## config.mk

```make
export PLATFORM = sky130hd
export DESIGN_NAME = axi4_chan_slice
export DESIGN_NICKNAME = d
export VERILOG_FILES = /design/src/rtl/axi4_chan_slice.sv
export SDC_FILE = /design/constraint.sdc
export NUM_CORES = 1
export LEC_CHECK = 0
export CAP_MARGIN = 10
export CELL_PAD_IN_SITES_DETAIL_PLACEMENT = 1
export CELL_PAD_IN_SITES_GLOBAL_PLACEMENT = 2
export CORE_MARGIN = 4
export CORE_UTILIZATION = 35
export CTS_CLUSTER_DIAMETER = 100
export DETAILED_ROUTE_END_ITERATION = 10
export GPL_TIMING_DRIVEN = 0
export MAX_ROUTING_LAYER = met4
export PLACE_DENSITY_LB_ADDON = 0.1
export SYNTH_ARGS = -nofsm -noshare
export SYNTH_HDL_FRONTEND = slang
export SYNTH_SLANG_ARGS = --single-unit
```

## constraint.sdc

```tcl
create_clock -name aclk -period 4.3 [get_ports aclk]
set_input_delay 0.645 -clock aclk [delete_from_list [all_inputs] [get_ports aclk]]
set_output_delay 0.645 -clock aclk [all_outputs]
set_load 0.05 [all_outputs]
```

## src/rtl/axi4_chan_slice.sv

```systemverilog
// AXI4 single-channel buffer: FIFO slice or bypass, with handshake counters
// and a sticky upstream VALID/payload stability checker.
module axi4_chan_slice #(
  parameter int PAYLOAD_WIDTH = 64,
  parameter int DEPTH         = 2,
  parameter int MODE          = 1,
  parameter int COUNT_WIDTH   = 32
) (
  input  logic                       aclk,
  input  logic                       areset,
  input  logic                       s_valid,
  output logic                       s_ready,
  input  logic [PAYLOAD_WIDTH-1:0]   s_payload,
  input  logic                       s_last,
  output logic                       m_valid,
  input  logic                       m_ready,
  output logic [PAYLOAD_WIDTH-1:0]   m_payload,
  output logic                       m_last,
  output logic [$clog2(DEPTH+1)-1:0] occupancy,
  output logic [COUNT_WIDTH-1:0]     beat_count,
  output logic [COUNT_WIDTH-1:0]     last_count,
  output logic                       stable_err
);

  localparam int OCC_W = $clog2(DEPTH+1);
  localparam int PTR_W = (DEPTH > 1) ? $clog2(DEPTH) : 1;

  generate
    if (MODE == 0) begin : g_bypass
      assign m_valid   = s_valid;
      assign s_ready   = m_ready;
      assign m_payload = s_payload;
      assign m_last    = s_last;
      assign occupancy = '0;
    end else begin : g_fifo
      logic [PAYLOAD_WIDTH:0] mem_q [DEPTH];
      logic [PTR_W-1:0]       wr_ptr_q, wr_ptr_d;
      logic [PTR_W-1:0]       rd_ptr_q, rd_ptr_d;
      logic [OCC_W-1:0]       occ_q, occ_d;
      logic                   push, pop;

      // Flags come only from registered occupancy, so m_ready never reaches s_ready.
      assign s_ready   = (occ_q != OCC_W'(DEPTH));
      assign m_valid   = (occ_q != '0);
      assign m_payload = mem_q[rd_ptr_q][PAYLOAD_WIDTH-1:0];
      assign m_last    = mem_q[rd_ptr_q][PAYLOAD_WIDTH];
      assign occupancy = occ_q;

      always_comb begin
        push     = s_valid & s_ready;
        pop      = m_valid & m_ready;
        wr_ptr_d = wr_ptr_q;
        rd_ptr_d = rd_ptr_q;
        occ_d    = occ_q;
        if (push) wr_ptr_d = wr_ptr_q + PTR_W'(1);
        if (pop)  rd_ptr_d = rd_ptr_q + PTR_W'(1);
        if (push && !pop)      occ_d = occ_q + OCC_W'(1);
        else if (pop && !push) occ_d = occ_q - OCC_W'(1);
      end

      always_ff @(posedge aclk) begin
        if (areset) begin
          wr_ptr_q <= '0;
          rd_ptr_q <= '0;
          occ_q    <= '0;
        end else begin
          wr_ptr_q <= wr_ptr_d;
          rd_ptr_q <= rd_ptr_d;
          occ_q    <= occ_d;
        end
      end

      always_ff @(posedge aclk) begin
        if (push) mem_q[wr_ptr_q] <= {s_last, s_payload};
      end
    end
  endgenerate

  logic [COUNT_WIDTH-1:0]   beat_q, beat_d, last_q, last_d;
  logic                     stall_q, stall_d, err_q, err_d;
  logic [PAYLOAD_WIDTH-1:0] prev_payload_q;
  logic                     prev_last_q;

  always_comb begin
    beat_d  = beat_q;
    last_d  = last_q;
    stall_d = s_valid & ~s_ready;
    err_d   = err_q;
    if (m_valid && m_ready) begin
      beat_d = beat_q + COUNT_WIDTH'(1);
      if (m_last) last_d = last_q + COUNT_WIDTH'(1);
    end
    // A stalled beat must be re-presented unchanged in the next cycle.
    if (stall_q && (!s_valid || s_payload != prev_payload_q || s_last != prev_last_q))
      err_d = 1'b1;
  end

  always_ff @(posedge aclk) begin
    if (areset) begin
      beat_q  <= '0;
      last_q  <= '0;
      stall_q <= 1'b0;
      err_q   <= 1'b0;
    end else begin
      beat_q  <= beat_d;
      last_q  <= last_d;
      stall_q <= stall_d;
      err_q   <= err_d;
    end
    prev_payload_q <= s_payload;
    prev_last_q    <= s_last;
  end

  assign beat_count = beat_q;
  assign last_count = last_q;
  assign stable_err = err_q;

endmodule

```

==> images/metal_stack.png <==
(1.5 px per um) Two of the layers only.
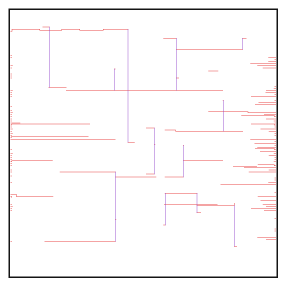
met4 -> purple  # wire length 352 um
met3 -> red  # wire length 1,340 um

==> images/met4.png <==
(2 px per um)
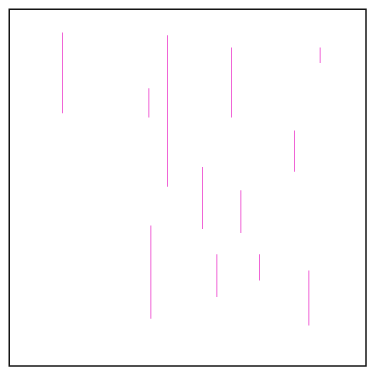
nets with wire on the layer = 4
longest straight run = 75.5 um
share of all routed wire = 1.4%
main direction = vertical

==> images/gate_families.png <==
(2 px per um)
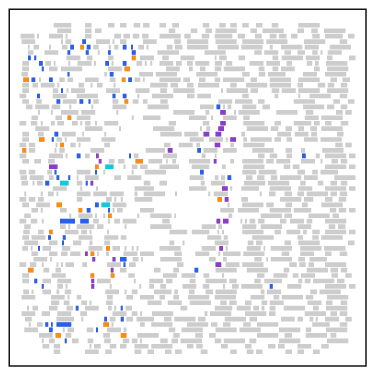
adder and majority cells -> cyan  # cells 3, most used ha_1
NAND gates -> blue  # cells 67, most used nand4_1
AND and OR gates -> orange  # cells 25, most used and4_1
inverting AOI/OAI gates -> purple  # cells 25

==> flow_summary.toml <==
# implementation run metrics
[status]
status = "finished clean"

[detailed_routing]
drt.antenna.violating_nets = 0
detail_route.vias_per_cell = 4.68
drc_errors = 0
met3WireLength_um = 1340
route.top_layer_used = "met4"
route.final.wire_length_um = 24700
dr.pass1.iters = 4
vias = 6443

[clock_network]
max-clock-path-buffers = 3
tritoncts = "built"
post_cts_resized = 0
cts-htree-levels = 1
path_clk_slew_ns = 0.06
clock_sink_count = 266
cts.root.buffer_cell = "sky130_fd_sc_hd__clkbuf_16"
cts-hold-fix-buffers = 0

[power]
vdd_drop_max_v = 0.000364
total_switching_power_uw = 2440
p_total_uw = 7570
internal_power_uw = 5130
power-per-cell-area_nw_per_um2 = 557
power.clock.total_uw = 2410
reported_leakage_power_uw = 0.00466
combinationalPower_uw = 2140
clockPowerShare_pct = 31.8
seq-power_uw = 3020
largestPowerGroup = "sequential cells"

[finish]
largest-register = "g_fifo.mem_q"
seqAreaFraction_pct = 48.7
final_core_util_pct = 48.4
final.clkbuf_count = 32
layout.cells.largest_class = "flip-flops and latches"
largest_register_ff_count = 130
comb_area_share_pct = 23.8
post_layout_nonfiller_instances = 1376
fillers = 2908
register_area_um2 = 6630
final_common_cell = "sky130_fd_sc_hd__clkdlybuf4s50_1"
layout_top_registers = "g_fifo.mem_q (130), prev_payload_q (64)"
n_antenna_cell = 1
postLayoutCellArea_um2 = 13600
final_layout_top_logic_cells = "201 x sky130_fd_sc_hd__clkdlybuf4s50_1, 136 x sky130_fd_sc_hd__dfxtp_1, 130 x sky130_fd_sc_hd__edfxtp_1"
fraction_of_final_layout_cells_sized_beyond_drive_strength_1_pct = 15.2
layout.buffer.nonclock.area_share_pct = 16.5
combGateArea_um2 = 3240
area_share_clock_buf_inv_pct = 6.83
non_clock_inverter_count = 25
final.signal_buffer_count = 229

[global_route]
maximum_number_of_pins_on_one_net_before_global_route_repair = 50
grt_antenna_before_repair = 0
vias_in_the_first_global_route = 6781
globalRouteTotalUtil_pct = 15.7
grtUsageMet3_pct = 3.13
met2_use_gr_pct = 26.4
total_global_routing_overflow = 0
grt_pass1_wl_um = 38000
grt_most_used_layer = "met2"

[critical_path]
critical-path-top-cell-by-count = "sky130_fd_sc_hd__clkbuf_1"
path_class = "register to primary output"
critPathCaptureType = "primary output"
cp.arrival_ns = 3.28
r2r_start = "occupancy[0]"
cp_cell_instances = "clkbuf_1, clkbuf_1, mux2_2, clkdlybuf4s50_1"
r2r_setup_slack_ns = 2.33
timing.critical_path.slowest_cell_delay_ns = 0.76
critical_path.endpoint = "m_payload[63]"
crit_slowest_cell = "sky130_fd_sc_hd__clkbuf_1"
setup.worst_path.start_class = "register"
critical_path.reg2reg.endpoint = "g_fifo.mem_q[0][47]"
timing.critical_path.max_delay_family = "buffers and inverters"
worst-endpoint-required_ns = 3.65
ff_to_ff_path_depth = 4

[yosys]
avgSynthCellArea_um2 = 13.6
postSynthCellCount = 739
yosys_area_um2 = 10100
portion_of_the_post_synthesis_area_used_by_sequential_elements_pct = 65.8
synthTopLogicFamily = "simple AND/OR/NAND/NOR gates"
ys_types = 44
ff_type = "sky130_fd_sc_hd__dfxtp_1"
synth.ff_latch_count = 266
post_synth_and_or_nand_nor_area_fraction_pct = 13.0
netlist_top_cells_area = "sky130_fd_sc_hd__edfxtp_1 39%, sky130_fd_sc_hd__dfxtp_1 27%, sky130_fd_sc_hd__mux2_2 7.3%"
yosys-top-cells-count = "136 x sky130_fd_sc_hd__dfxtp_1, 130 x sky130_fd_sc_hd__edfxtp_1, 72 x sky130_fd_sc_hd__xor2_1, 71 x sky130_fd_sc_hd__nor2_1, 65 x sky130_fd_sc_hd__mux2_2"
count_of_yosys_warnings_during_synthesis = 0
post_synth_xor_area_fraction_pct = 9.48
mux_share_pct = 7.37
synthDominantAreaCellType = "sky130_fd_sc_hd__edfxtp_1"
compound_area_share_pct = 1.83
enable_flop_cells = 130
synth_stat.cells = 739
synth-async-reset-ratio_pct = 0
netlist_area_um2 = 10100
synthMostInstantiatedCell = "sky130_fd_sc_hd__dfxtp_1"
synth_top_area_share_pct = 38.8

[final_timing]
min_period_ns = 3.92
max_slew.worst_pin.slew_ns = 0.924
grt_setup_unrepaired = "no"
worst_hold_slack_ns = 0.473
skew_ns = 0.00635
setup-violations-final = 0
fmax_ghz = 0.255
timing_hold_violations_final = 0
postLayoutSetupSlackWorst_ns = 0.377
setup_total_negative_slack_ns = 0
slew_viol_final = 0

[run]
stage_log_warnings = 26

[min_path]
hold-path-endpoint = "stable_err"
worst_hold_path_startpoint = "stall_q"
whs_path_depth = 2
timing.hold.worst.class = "register to register"

[die]
core_util_floorplan_pct = 35.9
die.size.y_um = 178
chipWidth_um = 178
coreArea_um2 = 28100
placementRows = 61
chipArea_um2 = 31600

[placement]
gp_congestion = 0.720
dpl.hpwl_um = 17300
placement.cell_area_um2 = 12700
io_buffers = 201
post-place-cells = 1322
place_ws_ns = 0.741
==> images/final_clocks.png <==
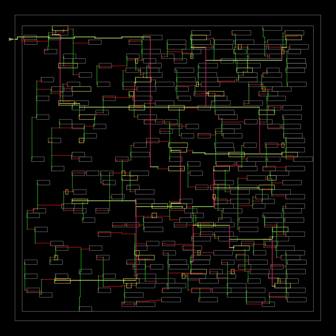
clock buffer count from CTS: 29
Flops: 266
insertion delay of the later-clocked pin in the worst-skew pair: 0.53 ns

==> images/pins.png <==
(2 px per um) Pins as bars across the die edge, other pins in gray.
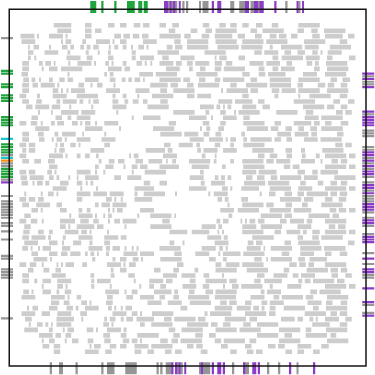
m_payload -> purple  # pins 64, direction output, edge 31 right, 17 top, 15 bottom, 1 left
beat_count -> green  # pins 32, direction output, edge 19 left, 13 top
m_ready -> orange  # pins 1, direction input, edge left
occupancy -> cyan  # pins 2, direction output, edge left

Power figures rest on the tool's default switching activity, not on a simulated workload.
